`src/rtl/sram_sysace_writer_if.sv`:
```
// Bus bundle for sram_sysace_writer: CF sector-write command channel, SRAM read port and the
// halfword stream toward the SystemACE sector-write FIFO.
interface sram_sysace_writer_if;
  logic [27:0] cmd_lba;
  logic [7:0]  cmd_nsectors;
  logic        cmd_valid;
  logic        cmd_ready;
  logic [20:0] data_r_address;
  logic        data_r_re;
  logic        data_r_full;
  logic [31:0] data_r;
  logic        data_r_valid;
  logic [15:0] sysace_write_data;
  logic        sysace_write_valid;
  logic        sysace_write_ready;

  modport master (
    output cmd_lba, cmd_nsectors, cmd_valid,
    input  cmd_ready,
    output data_r_address, data_r_re,
    input  data_r_full, data_r, data_r_valid,
    output sysace_write_data, sysace_write_valid,
    input  sysace_write_ready
  );

  modport slave (
    input  cmd_lba, cmd_nsectors, cmd_valid,
    output cmd_ready,
    input  data_r_address, data_r_re,
    output data_r_full, data_r, data_r_valid,
    input  sysace_write_data, sysace_write_valid,
    output sysace_write_ready
  );
endinterface

```
`src/rtl/sram_sysace_writer.sv`:
```
// Streams a frame of 24-bit SRAM pixels to SystemACE as byte-swapped halfwords (2 pixels -> 3
// halfwords) and issues one 256-sector write command per 2**(RowBits+8) halfwords.
module sram_sysace_writer #(
  parameter logic [27:0] LBA_BASE   = 28'h0,
  parameter logic [27:0] LBA_STRIDE = 28'd256,
  parameter int unsigned RowBits    = 8
) (
  input  logic                 CLK80,
  input  logic                 RST,
  input  logic                 start,
  output logic                 busy,
  output logic                 done,
  sram_sysace_writer_if.master bus
);

  // One command covers a third of the frame, so the halfword counter spans that exactly.
  localparam int unsigned HwCntW = RowBits + 8;

  typedef enum logic [3:0] {
    StIdle, StRdA, StWaitA, StRdB, StWaitB, StOut0, StOut1, StOut2, StFin
  } state_e;

  state_e              state_q, state_d;
  logic [RowBits-1:0]  row_q, row_d;
  logic [8:0]          col_q, col_d;
  logic [23:0]         pix_a_q, pix_a_d, pix_b_q, pix_b_d;
  logic [HwCntW-1:0]   hw_cnt_q, hw_cnt_d;
  logic [1:0]          cmd_cnt_q, cmd_cnt_d;
  logic                cmd_pending_q, cmd_pending_d;
  logic [27:0]         cmd_lba_q, cmd_lba_d;
  logic                re_q, re_d;
  logic                wvalid_q, wvalid_d;
  logic [15:0]         wdata_q, wdata_d;
  logic                busy_q, busy_d;
  logic                done_q, done_d;

  logic rd_accept, hw_hs, cmd_hs;
  logic [7:0] row_ext;
  logic unused_data_hi;

  assign rd_accept = re_q && !bus.data_r_full;
  assign hw_hs     = wvalid_q && bus.sysace_write_ready;
  assign cmd_hs    = cmd_pending_q && bus.cmd_ready;
  assign row_ext   = 8'(row_q);
  assign unused_data_hi = ^bus.data_r[31:24];

  function automatic logic [15:0] swap_bytes(input logic [15:0] s);
    return {s[7:0], s[15:8]};
  endfunction

  always_comb begin
    state_d       = state_q;
    row_d         = row_q;
    col_d         = col_q;
    pix_a_d       = pix_a_q;
    pix_b_d       = pix_b_q;
    hw_cnt_d      = hw_cnt_q;
    cmd_cnt_d     = cmd_cnt_q;
    cmd_pending_d = cmd_pending_q;
    wdata_d       = wdata_q;

    if (rd_accept) begin
      col_d = col_q + 9'd1;
      if (col_q == 9'h1FF) begin
        row_d = row_q + RowBits'(1);
      end
    end

    if (cmd_hs) begin
      cmd_pending_d = 1'b0;
      cmd_cnt_d     = cmd_cnt_q + 2'd1;
    end

    if (hw_hs) begin
      hw_cnt_d = hw_cnt_q + HwCntW'(1);
      if ((hw_cnt_q == '1) && (cmd_cnt_q != 2'd3)) begin
        cmd_pending_d = 1'b1;
      end
    end

    case (state_q)
      StIdle: begin
        if (start) begin
          state_d       = StRdA;
          row_d         = '0;
          col_d         = '0;
          hw_cnt_d      = '0;
          cmd_cnt_d     = 2'd0;
          cmd_pending_d = 1'b1;
        end
      end
      StRdA:   if (rd_accept) state_d = StWaitA;
      StWaitA: begin
        if (bus.data_r_valid) begin
          pix_a_d = bus.data_r[23:0];
          state_d = StRdB;
        end
      end
      StRdB:   if (rd_accept) state_d = StWaitB;
      StWaitB: begin
        if (bus.data_r_valid) begin
          pix_b_d = bus.data_r[23:0];
          state_d = StOut0;
        end
      end
      StOut0:  if (hw_hs) state_d = StOut1;
      StOut1:  if (hw_hs) state_d = StOut2;
      StOut2: begin
        // The address has wrapped to zero only after the final pair was read.
        if (hw_hs) state_d = ((row_q == '0) && (col_q == '0)) ? StFin : StRdA;
      end
      StFin:   state_d = StIdle;
      default: state_d = StIdle;
    endcase

    re_d     = (state_d == StRdA) || (state_d == StRdB);
    wvalid_d = ((state_d == StOut0) || (state_d == StOut1) || (state_d == StOut2)) &&
               !cmd_pending_d;
    case (state_d)
      StOut0:  wdata_d = swap_bytes(pix_a_d[23:8]);
      StOut1:  wdata_d = swap_bytes({pix_a_d[7:0], pix_b_d[23:16]});
      StOut2:  wdata_d = swap_bytes(pix_b_d[15:0]);
      default: wdata_d = wdata_q;
    endcase
    busy_d    = (state_d != StIdle) && (state_d != StFin);
    done_d    = (state_d == StFin);
    cmd_lba_d = LBA_BASE + LBA_STRIDE * 28'(cmd_cnt_d);
  end

  always_ff @(posedge CLK80) begin
    if (RST) begin
      state_q       <= StIdle;
      row_q         <= '0;
      col_q         <= '0;
      pix_a_q       <= '0;
      pix_b_q       <= '0;
      hw_cnt_q      <= '0;
      cmd_cnt_q     <= 2'd0;
      cmd_pending_q <= 1'b0;
      cmd_lba_q     <= LBA_BASE;
      re_q          <= 1'b0;
      wvalid_q      <= 1'b0;
      wdata_q       <= '0;
      busy_q        <= 1'b0;
      done_q        <= 1'b0;
    end else begin
      state_q       <= state_d;
      row_q         <= row_d;
      col_q         <= col_d;
      pix_a_q       <= pix_a_d;
      pix_b_q       <= pix_b_d;
      hw_cnt_q      <= hw_cnt_d;
      cmd_cnt_q     <= cmd_cnt_d;
      cmd_pending_q <= cmd_pending_d;
      cmd_lba_q     <= cmd_lba_d;
      re_q          <= re_d;
      wvalid_q      <= wvalid_d;
      wdata_q       <= wdata_d;
      busy_q        <= busy_d;
      done_q        <= done_d;
    end
  end

  assign busy                   = busy_q;
  assign done                   = done_q;
  assign bus.cmd_lba            = cmd_lba_q;
  assign bus.cmd_nsectors       = 8'h00;
  assign bus.cmd_valid          = cmd_pending_q;
  assign bus.data_r_address     = {4'h0, row_ext, col_q};
  assign bus.data_r_re          = re_q;
  assign bus.sysace_write_data  = wdata_q;
  assign bus.sysace_write_valid = wvalid_q;

endmodule

```
`src/flat_wrapper.sv`:
```
// flat-port wrapper written by rule: the top's interface ports become plain ports
module sram_sysace_writer_flat 
#(
  parameter logic [27:0] LBA_BASE   = 28'h0,
  parameter logic [27:0] LBA_STRIDE = 28'd256,
  parameter int unsigned RowBits    = 8
)
  (CLK80, RST, start, busy, done, bus_cmd_lba, bus_cmd_nsectors, bus_cmd_valid, bus_cmd_ready, bus_data_r_address, bus_data_r_re, bus_data_r_full, bus_data_r, bus_data_r_valid, bus_sysace_write_data, bus_sysace_write_valid, bus_sysace_write_ready);
  sram_sysace_writer_if bus_i ();
  input  logic CLK80;
  input  logic RST;
  input  logic start;
  output logic busy;
  output logic done;
  output wire logic [$bits(bus_i.cmd_lba)-1:0] bus_cmd_lba;
  output wire logic [$bits(bus_i.cmd_nsectors)-1:0] bus_cmd_nsectors;
  output wire logic [$bits(bus_i.cmd_valid)-1:0] bus_cmd_valid;
  input wire logic [$bits(bus_i.cmd_ready)-1:0] bus_cmd_ready;
  output wire logic [$bits(bus_i.data_r_address)-1:0] bus_data_r_address;
  output wire logic [$bits(bus_i.data_r_re)-1:0] bus_data_r_re;
  input wire logic [$bits(bus_i.data_r_full)-1:0] bus_data_r_full;
  input wire logic [$bits(bus_i.data_r)-1:0] bus_data_r;
  input wire logic [$bits(bus_i.data_r_valid)-1:0] bus_data_r_valid;
  output wire logic [$bits(bus_i.sysace_write_data)-1:0] bus_sysace_write_data;
  output wire logic [$bits(bus_i.sysace_write_valid)-1:0] bus_sysace_write_valid;
  input wire logic [$bits(bus_i.sysace_write_ready)-1:0] bus_sysace_write_ready;
  assign bus_cmd_lba = bus_i.cmd_lba;
  assign bus_cmd_nsectors = bus_i.cmd_nsectors;
  assign bus_cmd_valid = bus_i.cmd_valid;
  assign bus_i.cmd_ready = bus_cmd_ready;
  assign bus_data_r_address = bus_i.data_r_address;
  assign bus_data_r_re = bus_i.data_r_re;
  assign bus_i.data_r_full = bus_data_r_full;
  assign bus_i.data_r = bus_data_r;
  assign bus_i.data_r_valid = bus_data_r_valid;
  assign bus_sysace_write_data = bus_i.sysace_write_data;
  assign bus_sysace_write_valid = bus_i.sysace_write_valid;
  assign bus_i.sysace_write_ready = bus_sysace_write_ready;
  sram_sysace_writer #(.LBA_BASE(LBA_BASE), .LBA_STRIDE(LBA_STRIDE), .RowBits(RowBits)) u_core (.CLK80(CLK80), .RST(RST), .start(start), .busy(busy), .done(done), .bus(bus_i));
endmodule
```
`config.mk`:
```
export PLATFORM = sky130hd
export DESIGN_NAME = sram_sysace_writer_flat
export DESIGN_NICKNAME = d
export VERILOG_FILES = /design/src/rtl/sram_sysace_writer_if.sv /design/src/rtl/sram_sysace_writer.sv /design/src/flat_wrapper.sv
export SDC_FILE = /design/constraint.sdc
export NUM_CORES = 1
export LEC_CHECK = 0
export CORE_UTILIZATION = 45
export DETAILED_ROUTE_END_ITERATION = 8
export PLACE_DENSITY_LB_ADDON = 0.25
export SLEW_MARGIN = 20
export SYNTH_ARGS = -nofsm -noshare
export SYNTH_HDL_FRONTEND = slang
export SYNTH_SLANG_ARGS = --single-unit
```
`constraint.sdc`:
```
create_clock -name CLK80 -period 4.28 [get_ports CLK80]
set_input_delay 0.642 -clock CLK80 [delete_from_list [all_inputs] [get_ports CLK80]]
set_output_delay 0.642 -clock CLK80 [all_outputs]
set_load 0.01 [all_outputs]
```
run_1/m2.png
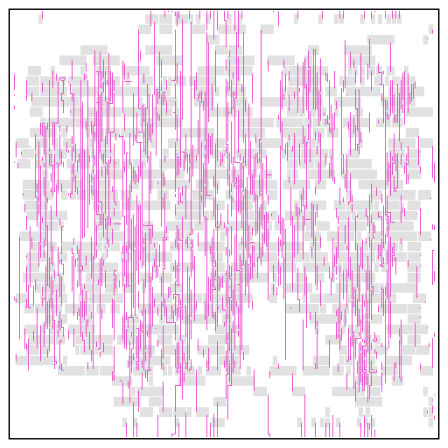
The layer carries 6440 um of wire. The longest straight run is 55.8 um. The wires run mostly vertical. 611 nets have wire on it. The layer holds 49% of the routed length.
met2 track demand over resource: 0.361
detailed-route wire length: 13.0 mm

run_1/clock_wires.png
The bar under the picture is 20 um long.
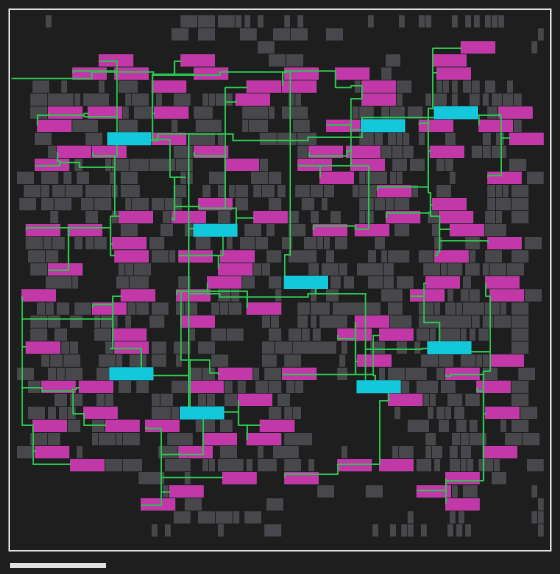
Key: flip-flops = magenta [count 108]; clock-net drivers = cyan [count 9]; clock wires = green [length 1290 um]
Position of the flops: widely spread. There are 10 routed clock nets.
power share of the clock group: 0.407
Clock Skews: 0.00771 ns
power dissipated in the clock network: 0.000819 W
clock latency at the later pin of the worst-skew pair: 0.35 ns

run_1/m3.png
The bar under the picture is 20 um long.
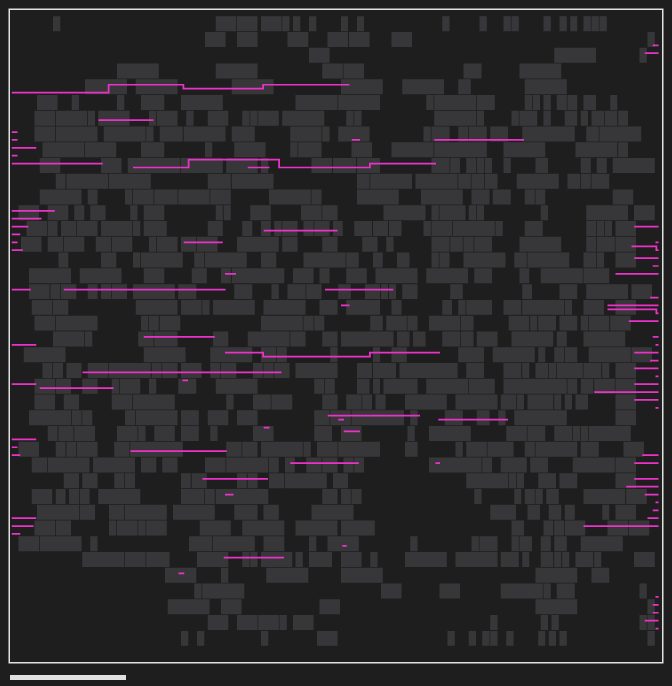
The layer carries 563 um of wire. The wires run mostly horizontal. The longest straight run is 34.0 um. 68 nets have wire on it. The layer holds 4.3% of the routed length.
via count: 4393
global routing met3 resource utilization: 0.0481

==> flow_summary.json, run 1 <==
{
  "run_status": "finished, final reports clean",
  "post_route_cells_drive_above_1_share": 0.103,
  "dominant_power_group": "sequential cells",
  "max_stage_delay_ns": 0.72,
  "place.port_buffers": 70,
  "ys_sh_aoi": 0.184,
  "htree_num_levels": 3,
  "comb_area_um2": 2910,
  "timing.critical_path.arrival_ns": 2.95,
  "critPathLaunch": "bus_sysace_write_ready",
  "drtAntennaViolNets": 0,
  "top_area_frac": 0.393,
  "place.detailed.hpwl_mm": 8.71,
  "synthArstFlopShare": 0,
  "max_freq_mhz": 363,
  "synth.mux.area_fraction": 0.0767,
  "sequentialPower_w": 0.00102,
  "yosys.stat.chipArea_um2": 5500,
  "yosys_register_bits": 108,
  "pwr_density_cell_nw_per_um2": 315,
  "combined_area_of_all_synthesized_cells_um2": 5500,
  "antenna_found_initial": 0,
  "critical_path.reg2reg.startpoint": "u_core.state_q[2]",
  "slew_viol_final": 0,
  "fin_cells": 790,
  "detail_route.first_pass.iterations": 4,
  "topRoutingLayerUsed": "met4",
  "io_pins": 117,
  "drt-met1-wl_mm": 5.78,
  "finalWorstPathRequiredPeriod_ns": 2.76,
  "total_cells_reported_by_yosys_after_synthesis": 591,
  "crit_type": "in -> reg",
  "warnings": 36,
  "cts_sinks": 108
}
==> run 1: per-layer routing <==
metal  global-route usage  vias up
met3               0.0481       18
met1                0.253     2132
met2                0.361      104
met5                    0        -
li1                     -     2139
met4               0.0729        0
==> run 1: worst min path at each step <==
stage,startpoint,endpoint,slack (ns),cells past startpoint
detailed placement,u_core.bus.sysace_write_data[4],u_core.bus.sysace_write_data[4],0.46,2
global placement,u_core.bus.sysace_write_data[12],u_core.bus.sysace_write_data[12],0.45,2
CTS,u_core.bus.sysace_write_data[4],u_core.bus.sysace_write_data[4],0.47,2
global route,u_core.bus.sysace_write_data[8],u_core.bus.sysace_write_data[8],0.49,2
finish,u_core.bus.sysace_write_data[4],u_core.bus.sysace_write_data[4],0.47,2
floorplan,u_core.pix_a_q[0],u_core.pix_a_q[0],0.45,2
==> run 1: cells in the mapped netlist (2+ instances only) <==
cell type / instances
sky130_fd_sc_hd__buf_4: 43
sky130_fd_sc_hd__and4_1: 11
sky130_fd_sc_hd__buf_2: 9
sky130_fd_sc_hd__nor2_1: 64
sky130_fd_sc_hd__ha_1: 7
sky130_fd_sc_hd__o21ai_0: 31
sky130_fd_sc_hd__buf_6: 3
sky130_fd_sc_hd__or3_1: 6
sky130_fd_sc_hd__nor4b_1: 3
sky130_fd_sc_hd__nand4_1: 12
sky130_fd_sc_hd__nor3b_2: 2
sky130_fd_sc_hd__o221a_2: 15
sky130_fd_sc_hd__xor2_2: 2
sky130_fd_sc_hd__dfxtp_1: 108
sky130_fd_sc_hd__nor2b_1: 7
sky130_fd_sc_hd__nand3_1: 13
sky130_fd_sc_hd__xor2_1: 17
sky130_fd_sc_hd__a211oi_1: 22
sky130_fd_sc_hd__inv_1: 22
sky130_fd_sc_hd__nor3_1: 2
sky130_fd_sc_hd__xnor2_1: 9
sky130_fd_sc_hd__a221oi_2: 15
sky130_fd_sc_hd__mux2i_1: 41
sky130_fd_sc_hd__nand3b_1: 26
sky130_fd_sc_hd__clkbuf_1: 26
sky130_fd_sc_hd__a21oi_1: 34
sky130_fd_sc_hd__and3_1: 6
sky130_fd_sc_hd__nand2_1: 13
sky130_fd_sc_hd__and2_1: 4
sky130_fd_sc_hd__nor4_1: 2
==> run 1: layout make-up <==
| class | instances | area share |
|---|---|---|
| Clock inverter | 4 | 0.00763 |
| Clock buffer | 12 | 0.0370 |
| Timing Repair Buffer | 80 | 0.121 |
| Tap cell | 147 | 0.0288 |
| Sequential cell | 108 | 0.338 |
| Inverter | 22 | 0.0129 |
| Multi-Input combinational cell | 417 | 0.455 |
==> run 1: stage by stage <==
step / cell area (um2) / worst slack, ns
after floorplan: 5640 / 2.21
after global placement: 6110 / 1.19
after detailed placement: 6110 / 1.17
after CTS: 6390 / 1.55
after global routing: 6390 / 1.41
final: 6390 / 1.52
==> run 1: registers in the layout (all words and copies together) (netlist names) <==
name,count
u_core.bus.sysace_write_data,16
u_core.bus.cmd_valid,1
u_core.col_q,9
u_core.bus.sysace_write_valid,1
u_core.row_ext,8
u_core.state_q,4
u_core.pix_b_q,24
u_core.cmd_cnt_q,2
u_core.hw_cnt_q,16
u_core.done,1
u_core.bus.data_r_re,1
u_core.busy,1
u_core.pix_a_q,24
==> inputs of run 2 (changes only) <==
Clock period 4.28 ns to 2.9 ns, I/O delays scaled along.
run_2/congestion_map.png
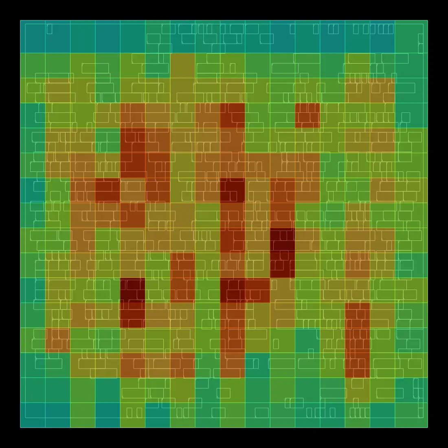
routed length per instance: 16.2 um
routing layer with the top usage in global route: met2
overall global routing resource usage: 0.206

run_2/m2.png
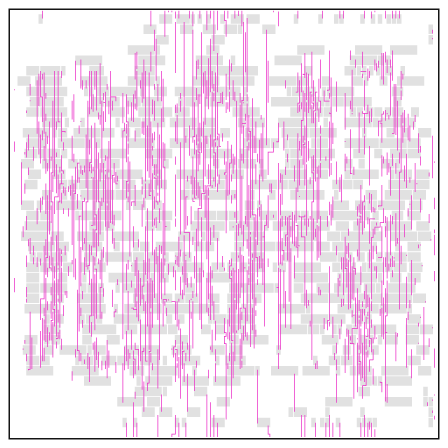
602 nets have wire on it. The wires run mostly vertical. The longest straight run is 55.2 um.
met2 track demand over resource: 0.361
via count: 4455
detailed-route wire length: 12.9 mm

run_2/clock_wires.png
The bar under the picture is 20 um long.
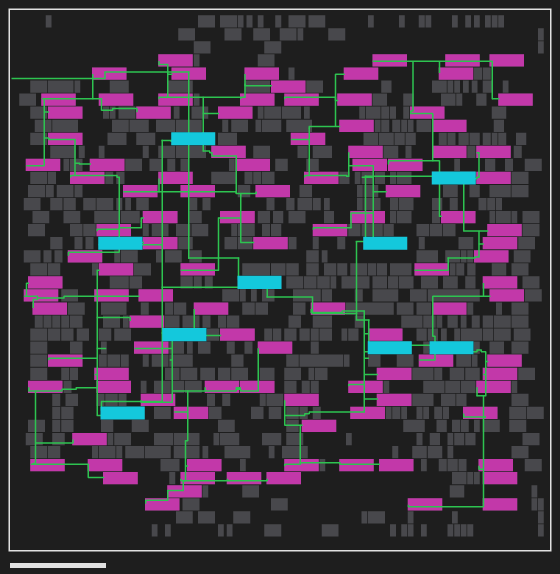
Clock Skews: 0.00552 ns
power share of the clock group: 0.410
power dissipated in the clock network: 0.00123 W

==> run 2 against run 1 <==
Register-to-register slack got worse by 1.1 ns. Flip-flop count unchanged. Critical path type is now reg -> reg. Power increased by 49%. Sequential power increased by 48%. Routed wire length decreased by 1.1%. Largest power group unchanged. Core utilization increased by 0.62 points. First-iteration DRC count increased by 11%. Clock skew decreased by 0.0022 ns. Area after synthesis unchanged. Non-clock buffer count increased by 9. Highest routed layer unchanged. Critical endpoint is now u_core.bus.sysace_write_data[11]. Combinational power increased by 53%.
==> flow_summary.json, run 2 <==
{
  "antenna_found_initial": 0,
  "globalRouteMet1Util": 0.251,
  "io_pins": 117,
  "cts_sinks": 108,
  "max_stage_delay_ns": 0.66,
  "detail_route.first_pass.iterations": 4,
  "synth_top_cell_by_count": "sky130_fd_sc_hd__dfxtp_1",
  "slew_viol_final": 0,
  "synthArstFlopShare": 0,
  "clock.latency.late_pin_ns": 0.35,
  "critical_path.reg2reg.startpoint": "u_core.state_q[0]",
  "dominantRegCellSynth": "sky130_fd_sc_hd__dfxtp_1",
  "finalWorstPathRequiredPeriod_ns": 2.45,
  "switching_power_w": 0.000704,
  "warnings": 36,
  "drtAntennaViolNets": 0,
  "grt.met3_usage": 0.0383,
  "worst-path-stages": 5,
  "standard_cell_rows": 40,
  "place.detailed.hpwl_mm": 8.80,
  "htree_num_levels": 3,
  "total_cells_reported_by_yosys_after_synthesis": 591,
  "cp_slowest_cell": "sky130_fd_sc_hd__o32a_1",
  "run_status": "finished, final reports clean",
  "max_freq_mhz": 408,
  "pwr_density_cell_nw_per_um2": 463,
  "yosys.stat.chipArea_um2": 5500,
  "route.detailed.vias_per_inst": 5.58,
  "crit_type": "reg -> reg",
  "setup-violations-final": 0,
  "place.port_buffers": 70,
  "post_route_cells_drive_above_1_share": 0.115,
  "critPathLaunch": "u_core.state_q[0]",
  "yosysSeqAreaShare": 0.393,
  "postCtsResizedCells": 0,
  "synthTopCellsByCount": "sky130_fd_sc_hd__dfxtp_1 (108), sky130_fd_sc_hd__nor2_1 (64), sky130_fd_sc_hd__buf_4 (43)",
  "yosys_register_bits": 108,
  "timing.critical_path.arrival_ns": 2.64,
  "combinational_power_share": 0.087,
  "synth-edff-count": 0,
  "top_regs": "u_core.pix_a_q (24), u_core.pix_b_q (24)",
  "synthToLayoutAreaGrowth_pct": 17.6,
  "synth.yosys.warnings": 0,
  "crit_path_cell_trace": "nor4b_1, and4_1, o32a_1, mux2i_1, a221oi_2",
  "layout.cells.most_common": "sky130_fd_sc_hd__dfxtp_1",
  "top_area_frac": 0.393,
  "syn-instance-count": 591,
  "combined_area_of_all_synthesized_cells_um2": 5500,
  "setup.worst_path.start_class": "flip-flop"
}
==> run 2: logic make-up (layout without fill, tap and decap cells) <==
group,Yosys count,count (layout),share of synthesized area
AND-OR/OR-AND,128,128,0.184
XOR/XNOR,28,28,0.0473
adder cells (fa/ha/maj),7,7,0.0159
buffers and inverters,103,126,0.106
flip-flops,108,108,0.393
multiplexers,42,42,0.0767
other,1,38,0.000682
AND/OR/NAND/NOR,174,174,0.176
==> run 2: how the worst min path moves through the flow <==
stage / start / endpoint / slack [ns] / cells after the start
after floorplan: u_core.pix_a_q[0] / u_core.pix_a_q[0] / 0.45 / 2
after global placement: u_core.bus.sysace_write_data[13] / u_core.bus.sysace_write_data[13] / 0.46 / 2
after detailed placement: u_core.bus.sysace_write_data[2] / u_core.bus.sysace_write_data[2] / 0.46 / 2
after CTS: RST / u_core.bus.cmd_valid / 0.29 / 2
after global routing: RST / u_core.bus.cmd_valid / 0.31 / 2
final: RST / u_core.bus.cmd_valid / 0.30 / 2
==> run 2: per-stage QoR <==
stage,hold WS [ns],worst slack [ns],instances,instance area [um2],util
6_report,0.301,0.447,798,6470,0.541
5_1_grt,0.306,0.340,798,6470,0.541
4_1_cts,0.289,0.419,798,6470,0.541
3_5_place_dp,0.457,0.256,783,6170,0.516
3_3_place_gp,0.456,0.290,783,6170,0.516
2_1_floorplan,0.452,0.962,628,5640,-
==> run 2: power groups by stage <==
stage / sequential, W / clock (W) / combinational (W)
final: 0.00151 / 0.00123 / 0.000259
after global routing: 0.00151 / 0.00131 / 0.000278
after CTS: 0.00151 / 0.00125 / 0.000259
after detailed placement: 0.00154 / 0 / 0.000258
after global placement: 0.00154 / 0 / 0.000255
after floorplan: 0.00154 / 0 / 0.000197
==> run 2: per-layer routing <==
layer	vias to the layer above	share of wire
li1	2154	-
met1	2165	0.45
met2	115	0.50
met3	21	0.037
met4	0	0.019
met5	-	0
==> run 2: layout make-up <==
| cell class | instances | area (um2) |
|---|---|---|
| fillers | 1103 | 5500 |
| multi-input cells | 417 | 2910 |
| inverters | 22 | 82.6 |
| well taps | 147 | 184 |
| flip-flops and latches | 108 | 2160 |
| clock inverters | 4 | 50.0 |
| repair buffers | 89 | 838 |
| clock buffers | 11 | 243 |
==> run 2: worst register-to-register path: stages, from the launching register on <==
cell                       delay [ns]
sky130_fd_sc_hd__dfxtp_1         0.59
sky130_fd_sc_hd__nor4b_1         0.25
sky130_fd_sc_hd__and4_1          0.35
sky130_fd_sc_hd__o32a_1          0.66
sky130_fd_sc_hd__mux2i_1         0.38
sky130_fd_sc_hd__a221oi_2        0.08
==> inputs of run 3 (changes only) <==
Clock period 2.9 ns to 2.2 ns, I/O delays scaled along.
run_3/m2.png
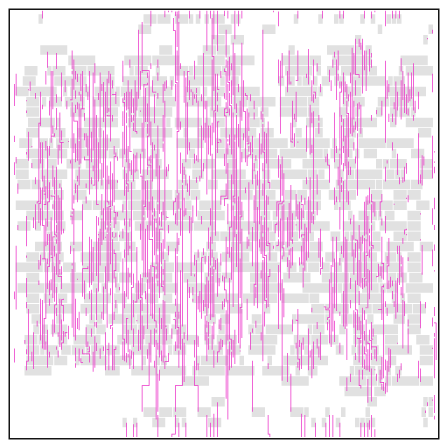
The layer carries 6730 um of wire. The wires run mostly vertical. 658 nets have wire on it. The longest straight run is 38.8 um. The layer holds 50% of the routed length.
detailed-route wire length: 13.5 mm
met2 track demand over resource: 0.386
via count: 4662

run_3/layers.png
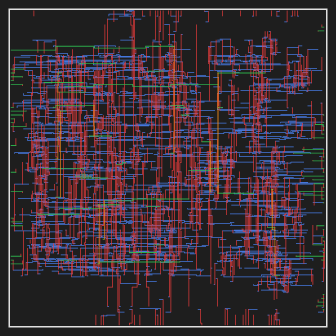
Key: M3 = green [wire length 554 um]; M4 = orange [wire length 237 um]; M1 = blue [wire length 5960 um]; M2 = red [wire length 6730 um]
routed length per instance: 16.1 um
overall global routing resource usage: 0.217

run_3/congestion_map.png
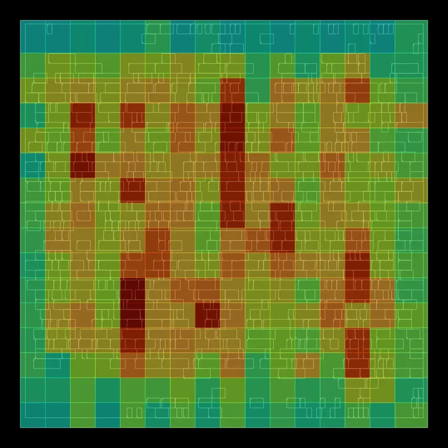
share of the core filled with cells in the final layout: 0.581
global routing met3 resource utilization: 0.0540
met1 demand-to-capacity share in global routing: 0.256

==> run 3 against run 2 <==
Highest routed layer unchanged. Critical path depth rose by 4. Hold slack got worse by 0.064 ns. Clock-buffer cell count is the same.
==> flow_summary.json, run 3 <==
{
  "run_status": "finished, final reports clean",
  "detail_route.first_pass.iterations": 6,
  "setup-violations-final": 0,
  "pwr_density_cell_nw_per_um2": 588,
  "top_regs": "u_core.pix_a_q (24), u_core.pix_b_q (24)",
  "worst_hold_path.num_cells": 2,
  "post_route_cells_drive_above_1_share": 0.168,
  "synth.yosys.warnings": 0,
  "yosysSeqAreaShare": 0.393,
  "warnings": 36,
  "synthTopCellsByCount": "sky130_fd_sc_hd__dfxtp_1 (108), sky130_fd_sc_hd__nor2_1 (64), sky130_fd_sc_hd__buf_4 (43)",
  "standard_cell_rows": 40,
  "switching_power_w": 0.000933,
  "timing.critical_path.arrival_ns": 2.36,
  "layout.cells.most_common": "sky130_fd_sc_hd__dfxtp_1",
  "crit_type": "reg -> reg",
  "fillCellCount": 1078,
  "max_freq_mhz": 477,
  "place.port_buffers": 70,
  "finalWorstPathRequiredPeriod_ns": 2.10,
  "total_cells_reported_by_yosys_after_synthesis": 591,
  "hold_wc_startpoint": "RST",
  "setup.worst_path.start_class": "flip-flop",
  "yosys.stat.chipArea_um2": 5500
}
-- run 3: cell counts after synthesis --
No cell type changed its count.
-- run 3: kinds of logic (layout without fill, tap and decap cells) --
group                    after synthesis  in the layout  share of synthesized area
AND-OR/OR-AND                        128            128                      0.184
XOR/XNOR                              28             28                     0.0473
adder cells (fa/ha/maj)                7              7                     0.0159
buffers and inverters                103            165                      0.106
flip-flops                           108            108                      0.393
multiplexers                          42             42                     0.0767
other                                  1             38                   0.000682
AND/OR/NAND/NOR                      174            174                      0.176
-- run 3: timing repair --
item / CTS / global route
pin swaps: 1 / 1
gates resized: 1 / 2
buffers inserted: 1 / 1
endpoints found under the setup margin: 16 / 15
gates cloned: 0 / 0
endpoints found under the hold margin: 0 / 0
-- run 3: worst max path at each step --
stage	startpoint	to	slack [ns]	cells past startpoint
floorplan	u_core.row_ext[0]	u_core.bus.sysace_write_data[10]	0.26	8
global placement	bus_sysace_write_ready	u_core.bus.sysace_write_data[13]	-0.22	7
detailed placement	bus_sysace_write_ready	u_core.bus.sysace_write_data[8]	-0.27	7
CTS	u_core.row_ext[0]	u_core.bus.sysace_write_data[8]	0.02	9
global route	u_core.state_q[2]	u_core.bus.sysace_write_data[12]	0.003	7
finish	u_core.row_ext[0]	u_core.bus.sysace_write_data[0]	0.10	9
-- run 3: final cells by class --
type | instances | area, um2 | area share
multi-input cells | 417 | 2920 | 0.420
flip-flops and latches | 108 | 2160 | 0.311
well taps | 147 | 184 | 0.0265
inverters | 22 | 82.6 | 0.0119
repair buffers | 128 | 1290 | 0.186
clock inverters | 4 | 73.8 | 0.0106
clock buffers | 11 | 233 | 0.0335
-- run 3: per-stage QoR --
step | util | TNS (ns) | instances | area, um2 | power (W)
3_5_place_dp | 0.552 | -4.06 | 820 | 6600 | 0.00243
3_3_place_gp | 0.552 | -3.52 | 820 | 6600 | 0.00242
4_1_cts | 0.579 | 0 | 836 | 6930 | 0.00411
2_1_floorplan | - | 0 | 628 | 5640 | 0.00229
5_1_grt | 0.581 | 0 | 837 | 6940 | 0.00424
6_report | 0.581 | 0 | 837 | 6940 | 0.00409
-- run 3: power groups by stage --
stage	Sequential, W	Clock, W	Combinational (W)
global route	0.00198	0.00182	0.000434
CTS	0.00198	0.00173	0.000402
global placement	0.00203	0	0.000394
finish	0.00198	0.00170	0.000408
detailed placement	0.00203	0	0.000400
floorplan	0.00203	0	0.000259
-- run 3: routing by layer --
layer | part of all wire | track usage
met1 | 0.44 | 0.256
met2 | 0.50 | 0.386
met3 | 0.041 | 0.0540
met4 | 0.018 | 0.0676
met5 | 0 | 0
Power is estimated from default activity; no workload was simulated.
